==> images/met2.png <==
Scale: 3 px per um.
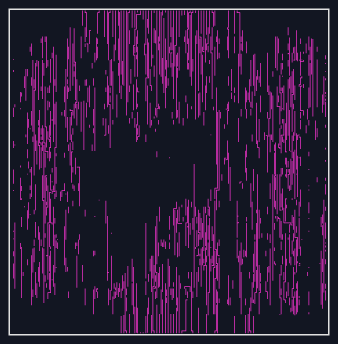
==> images/final_clocks.png <==
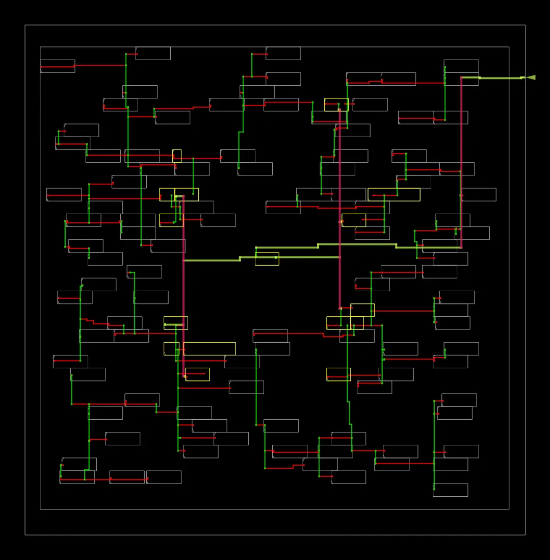
==> images/pdn.png <==
Scale: 3 px per um. Pins as bars on the die edge.
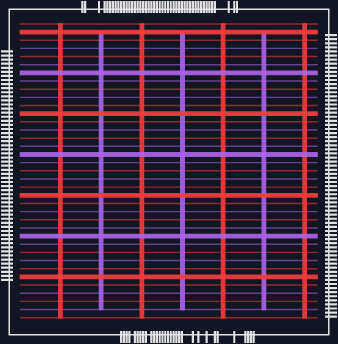
==> images/registers.png <==
Scale: 3 px per um.
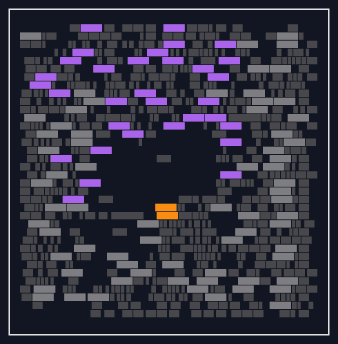
[config.mk]
export PLATFORM = sky130hd
export DESIGN_NAME = apb3_master_bridge
export DESIGN_NICKNAME = d
export VERILOG_FILES = /design/src/rtl/apb3_master_bridge.sv
export SDC_FILE = /design/constraint.sdc
export NUM_CORES = 1
export LEC_CHECK = 0
export ABC_AREA = 1
export CORE_AREA = 3 3 103 105
export DETAILED_ROUTE_END_ITERATION = 6
export DIE_AREA = 0 0 106 108
export HOLD_SLACK_MARGIN = 0.03
export PLACE_DENSITY = 0.8
export SLEW_MARGIN = 20
export SYNTH_ARGS = -nofsm -noshare
export SYNTH_HDL_FRONTEND = slang
export SYNTH_SLANG_ARGS = --single-unit
[constraint.sdc]
create_clock -name clk -period 3.65 [get_ports clk]
set_clock_uncertainty 0.2 [all_clocks]
set_input_delay 0.73 -clock clk [delete_from_list [all_inputs] [get_ports clk]]
set_output_delay 0.73 -clock clk [all_outputs]
set_load 0.02 [all_outputs]
[src/rtl/apb3_master_bridge.sv]
// ---------------------------------------------------------------------------
// apb3_master_bridge
//
// APB3 initiator. It turns a valid/ready request port into APB3 SETUP/ACCESS
// transfers and returns the read data and error status on a valid/ready
// response port. Only one transaction is outstanding at a time, and the
// bridge honours slave wait states.
//
// Optional feature: define APB3_MASTER_BRIDGE_TIMEOUT_EN to abort an ACCESS
// phase that has waited TIMEOUT_CYCLES cycles with PREADY low. An aborted
// transfer returns rsp_err=1 and rsp_rdata=0. When the macro is undefined,
// ACCESS waits for PREADY with no limit.
//
// Ports:
//   clk, rst          clock, synchronous active-high reset
//   req_valid/ready   request handshake (req_ready is high only in IDLE)
//   req_is_wr         1 = write, 0 = read
//   req_addr          byte address, copied to PADDR unchanged
//   req_wdata         write data, copied to PWDATA
//   rsp_valid/ready   response handshake
//   rsp_rdata         read data, 0 for writes or on timeout
//   rsp_err           captured PSLVERR, or timeout
//   PSEL..PWDATA      APB3 request outputs, all registered
//   PRDATA, PREADY,
//   PSLVERR           APB3 completer inputs
// ---------------------------------------------------------------------------
module apb3_master_bridge #(
    parameter int ADDR_WIDTH     = 32,
    parameter int DATA_WIDTH     = 32,
    parameter int TIMEOUT_CYCLES = 256
) (
    input  logic                  clk,
    input  logic                  rst,
    input  logic                  req_valid,
    output logic                  req_ready,
    input  logic                  req_is_wr,
    input  logic [ADDR_WIDTH-1:0] req_addr,
    input  logic [DATA_WIDTH-1:0] req_wdata,
    output logic                  rsp_valid,
    input  logic                  rsp_ready,
    output logic [DATA_WIDTH-1:0] rsp_rdata,
    output logic                  rsp_err,
    output logic                  PSEL,
    output logic                  PENABLE,
    output logic                  PWRITE,
    output logic [ADDR_WIDTH-1:0] PADDR,
    output logic [DATA_WIDTH-1:0] PWDATA,
    input  logic [DATA_WIDTH-1:0] PRDATA,
    input  logic                  PREADY,
    input  logic                  PSLVERR
);

    typedef enum logic [1:0] {
        IDLE,
        SETUP,
        ACCESS,
        RESP
    } state_t;

    state_t                state, state_nxt;
    logic                  psel_nxt, penable_nxt, pwrite_nxt;
    logic [ADDR_WIDTH-1:0] paddr_nxt;
    logic [DATA_WIDTH-1:0] pwdata_nxt;
    logic                  rsp_valid_nxt, rsp_err_nxt;
    logic [DATA_WIDTH-1:0] rsp_rdata_nxt;

`ifdef APB3_MASTER_BRIDGE_TIMEOUT_EN
    localparam int CNT_W = $clog2(TIMEOUT_CYCLES + 1);

    logic [CNT_W-1:0] tmo_cnt, tmo_cnt_nxt;
    logic             tmo_hit;

    // The counter holds the number of wait cycles already spent in ACCESS.
    // The current cycle is the last permitted one when the counter is one
    // short of the limit. That gives exactly TIMEOUT_CYCLES ACCESS cycles
    // before PSEL drops.
    assign tmo_hit = (tmo_cnt == CNT_W'(TIMEOUT_CYCLES - 1));

    always_ff @(posedge clk) begin
        if (rst) begin
            tmo_cnt <= '0;
        end else begin
            tmo_cnt <= tmo_cnt_nxt;
        end
    end
`endif

    // req_ready is the only combinational output. It is a decode of IDLE.
    assign req_ready = (state == IDLE);

    // State register and all registered outputs.
    always_ff @(posedge clk) begin
        if (rst) begin
            state     <= IDLE;
            PSEL      <= 1'b0;
            PENABLE   <= 1'b0;
            PWRITE    <= 1'b0;
            PADDR     <= '0;
            PWDATA    <= '0;
            rsp_valid <= 1'b0;
            rsp_rdata <= '0;
            rsp_err   <= 1'b0;
        end else begin
            state     <= state_nxt;
            PSEL      <= psel_nxt;
            PENABLE   <= penable_nxt;
            PWRITE    <= pwrite_nxt;
            PADDR     <= paddr_nxt;
            PWDATA    <= pwdata_nxt;
            rsp_valid <= rsp_valid_nxt;
            rsp_rdata <= rsp_rdata_nxt;
            rsp_err   <= rsp_err_nxt;
        end
    end

    // Next-state and next-output decode. Each register holds its value by
    // default. A state only drives the fields it changes at its exit edge.
    // PRDATA and PSLVERR are sampled only on a completing ACCESS cycle.
    always_comb begin
        state_nxt     = state;
        psel_nxt      = PSEL;
        penable_nxt   = PENABLE;
        pwrite_nxt    = PWRITE;
        paddr_nxt     = PADDR;
        pwdata_nxt    = PWDATA;
        rsp_valid_nxt = rsp_valid;
        rsp_rdata_nxt = rsp_rdata;
        rsp_err_nxt   = rsp_err;
`ifdef APB3_MASTER_BRIDGE_TIMEOUT_EN
        tmo_cnt_nxt   = tmo_cnt;
`endif
        unique case (state)
            IDLE: begin
                if (req_valid) begin
                    pwrite_nxt  = req_is_wr;
                    paddr_nxt   = req_addr;
                    pwdata_nxt  = req_wdata;
                    psel_nxt    = 1'b1;
                    penable_nxt = 1'b0;
                    state_nxt   = SETUP;
                end
            end
            SETUP: begin
                penable_nxt = 1'b1;
                state_nxt   = ACCESS;
`ifdef APB3_MASTER_BRIDGE_TIMEOUT_EN
                tmo_cnt_nxt = '0;
`endif
            end
            ACCESS: begin
                if (PREADY) begin
                    rsp_err_nxt   = PSLVERR;
                    rsp_rdata_nxt = PWRITE ? '0 : PRDATA;
                    psel_nxt      = 1'b0;
                    penable_nxt   = 1'b0;
                    rsp_valid_nxt = 1'b1;
                    state_nxt     = RESP;
                end
`ifdef APB3_MASTER_BRIDGE_TIMEOUT_EN
                else if (tmo_hit) begin
                    rsp_err_nxt   = 1'b1;
                    rsp_rdata_nxt = '0;
                    psel_nxt      = 1'b0;
                    penable_nxt   = 1'b0;
                    rsp_valid_nxt = 1'b1;
                    state_nxt     = RESP;
                end else begin
                    tmo_cnt_nxt = tmo_cnt + 1'b1;
                end
`endif
            end
            RESP: begin
                if (rsp_ready) begin
                    rsp_valid_nxt = 1'b0;
                    state_nxt     = IDLE;
                end
            end
            default: state_nxt = IDLE;
        endcase
    end

endmodule
==> summary.txt <==
run metrics: status finished clean, capturing point of the worst reg2reg path PADDR[30], Max-area cell share 52.7%, fraction of power consumed by sequential logic 37.3%, Total Wirelength 11.3 mm, Sw Share 37.6%, internal power 0.00256 W, clock buffer count 10, CP Capture Type primary output, Hold WS 0.270 ns, Seq. cell area 2060 sq um, Final Critical Period 2.68 ns, die area 11400 sq um, Detailed Routing Iterations Pass 1 4, Post-synth ARST share 0%, final core occ 63.1%, maxcap violations 0, Req. time, crit path 2.72 ns, Net Count, Synth 592, RSZ-0062 raised after global routing no, CP startpoint kind flop, largest net degree at the start of global routing 72, Critical path origin state[0], NonClk Buf Share 33.6%, WP data arrival 1.75 ns, Setup violations, final 0, CP Depth 3, Comb power frac 43.2%, routing usage on met2 33.0%, Largest cell class buffers, WL met1 4.70 mm, Initial Utilization 40.2%, Final WS setup 0.971 ns, DP HPWL 8.25 mm, crit-path max FO 5, clock share of power 19.6%, AO/OA Area Share 13.6%, Placed Cells 789, reg-to-reg slack, setup 1.46 ns, flip-flops 103, Non-clk bufs 207, Synth Area in XOR/XNOR 0%, met2 routed WL 5.40 mm, max layer used met4, worst setup path end req_ready, Comb/total area 25.4%, die height 108 um, most frequent cell after synthesis nor2_1, H-Tree Level Count 3, area grow syn2layout 57.0%, global-route wire length before repair 17.7 mm, Switch Pwr 0.00154 W, pwr/cell area 668 nW/um^2, GR Util met1 22.5%, Synth cell types 22, gr busiest metal met2, fill count 854, Placeable Area 9730 sq um, fmax 0.373 GHz, vias in the first global route 3673, wire per inst 14.1 um, ys cells 482, simple share 24.0%, adder share 2.24%, Synth Warn # 0, Netlist Area Pre-Place 3910 sq um, Clock transition at path regs 0.10 ns, Final Power 0.00410 W, hold_sp rsp_rdata[23], Mux cell area share 0%, inverters 14, ClkCell Share 3.71%, OpenROAD warnings 32, Max power group combinational cells, max-slew violations 0, hold path endpoint rsp_rdata[23], Cell Area, Placed 5910 sq um, number of logic gates 332, clock root buffer clkbuf_8, initial antenna violation count 0, Tapcells 133, hold buffer count at CTS 0, family with the most delay on the worst path buffers and inverters, antenna viol nets, final 0, final net count 777, EDFF count, synth 0, Core Rows 36, post_cts resized 0, synth cell count leaders 139 x nor2_1, 103 x dfxtp_1, 47 x nand2_1, 40 x o21ai_1, ys flop type dfxtp_1, DR iter-0 viols 155, leakage 2.30 nW, critical path buffer and inverter count 2, Total GRT Usage 19.2%, Final Cycle Share 73.4%, largest area contributor in the netlist dfxtp_1, yosys stat area 3910 sq um, worst min path class reg -> reg, layout cells sized above 1 6.25%, worst r2r src state[0], Seq/Total Area, Yosys 52.7%, Final Cell Area 6140 sq um, met3 wire len 1.00 mm, pre-CTS worst setup slack 0.901 ns, via count 3832, Comb group 0.00177 W, VDD IR max 0.000349 V, relative slew slack 56.1%, CTS tree done, worst-case clock buffer depth 2, setup tns final 0 ns, total gr overflow 0, Die W 106 um, Crit Path Class reg -> out, diode count 0, Fin. Hold Viols 0, mean post-synth cell area 8.12 sq um, GP Congestion 0.738
About met2.png:
share of all routed wire	48%
longest straight run	41.1 um
main direction	vertical
wire length on this layer	5400 um
nets with wire on the layer	627

About final_clocks.png:
clock-net power: 0.000802 W
TritonCTS buffer count: 9

About pdn.png:
net	colour
VSS	red
VDD	purple
met5 straps	7
met1 rails	37
signal pins	205
met4 straps	7

About registers.png:
netlist name	colour	placed flops
`PWDATA`	purple	32
`state`	orange	2
not coloured	69
Seq power: 0.00153 W
Seq/total area: 33.6%

cell usage in the layout, fill, tap and decap left out:
master,n
clkinv_4,1
bufinv_16,2
clkinvlp_4,1
o21ai_1,40
nand3_1,25
or2_2,1
inv_6,2
clkinv_2,2
inv_4,1
ha_1,7
clkdlybuf4s50_1,204
clkbuf_8,10
nor2_1,139
buf_4,3
a21oi_1,27
nand2_1,47
inv_2,1
nand3b_1,1
a21oi_2,7
nand2_2,2
o21ai_0,27
dfxtp_1,103
inv_1,10
nand3_2,9
state kept, by name (all words and copies together) (netlist names):
name,flops
rsp_err,1
PSEL,1
PADDR,32
rsp_valid,1
PWDATA,32
PWRITE,1
rsp_rdata,32
PENABLE,1
state,2
Power and IR drop assume default switching activity.
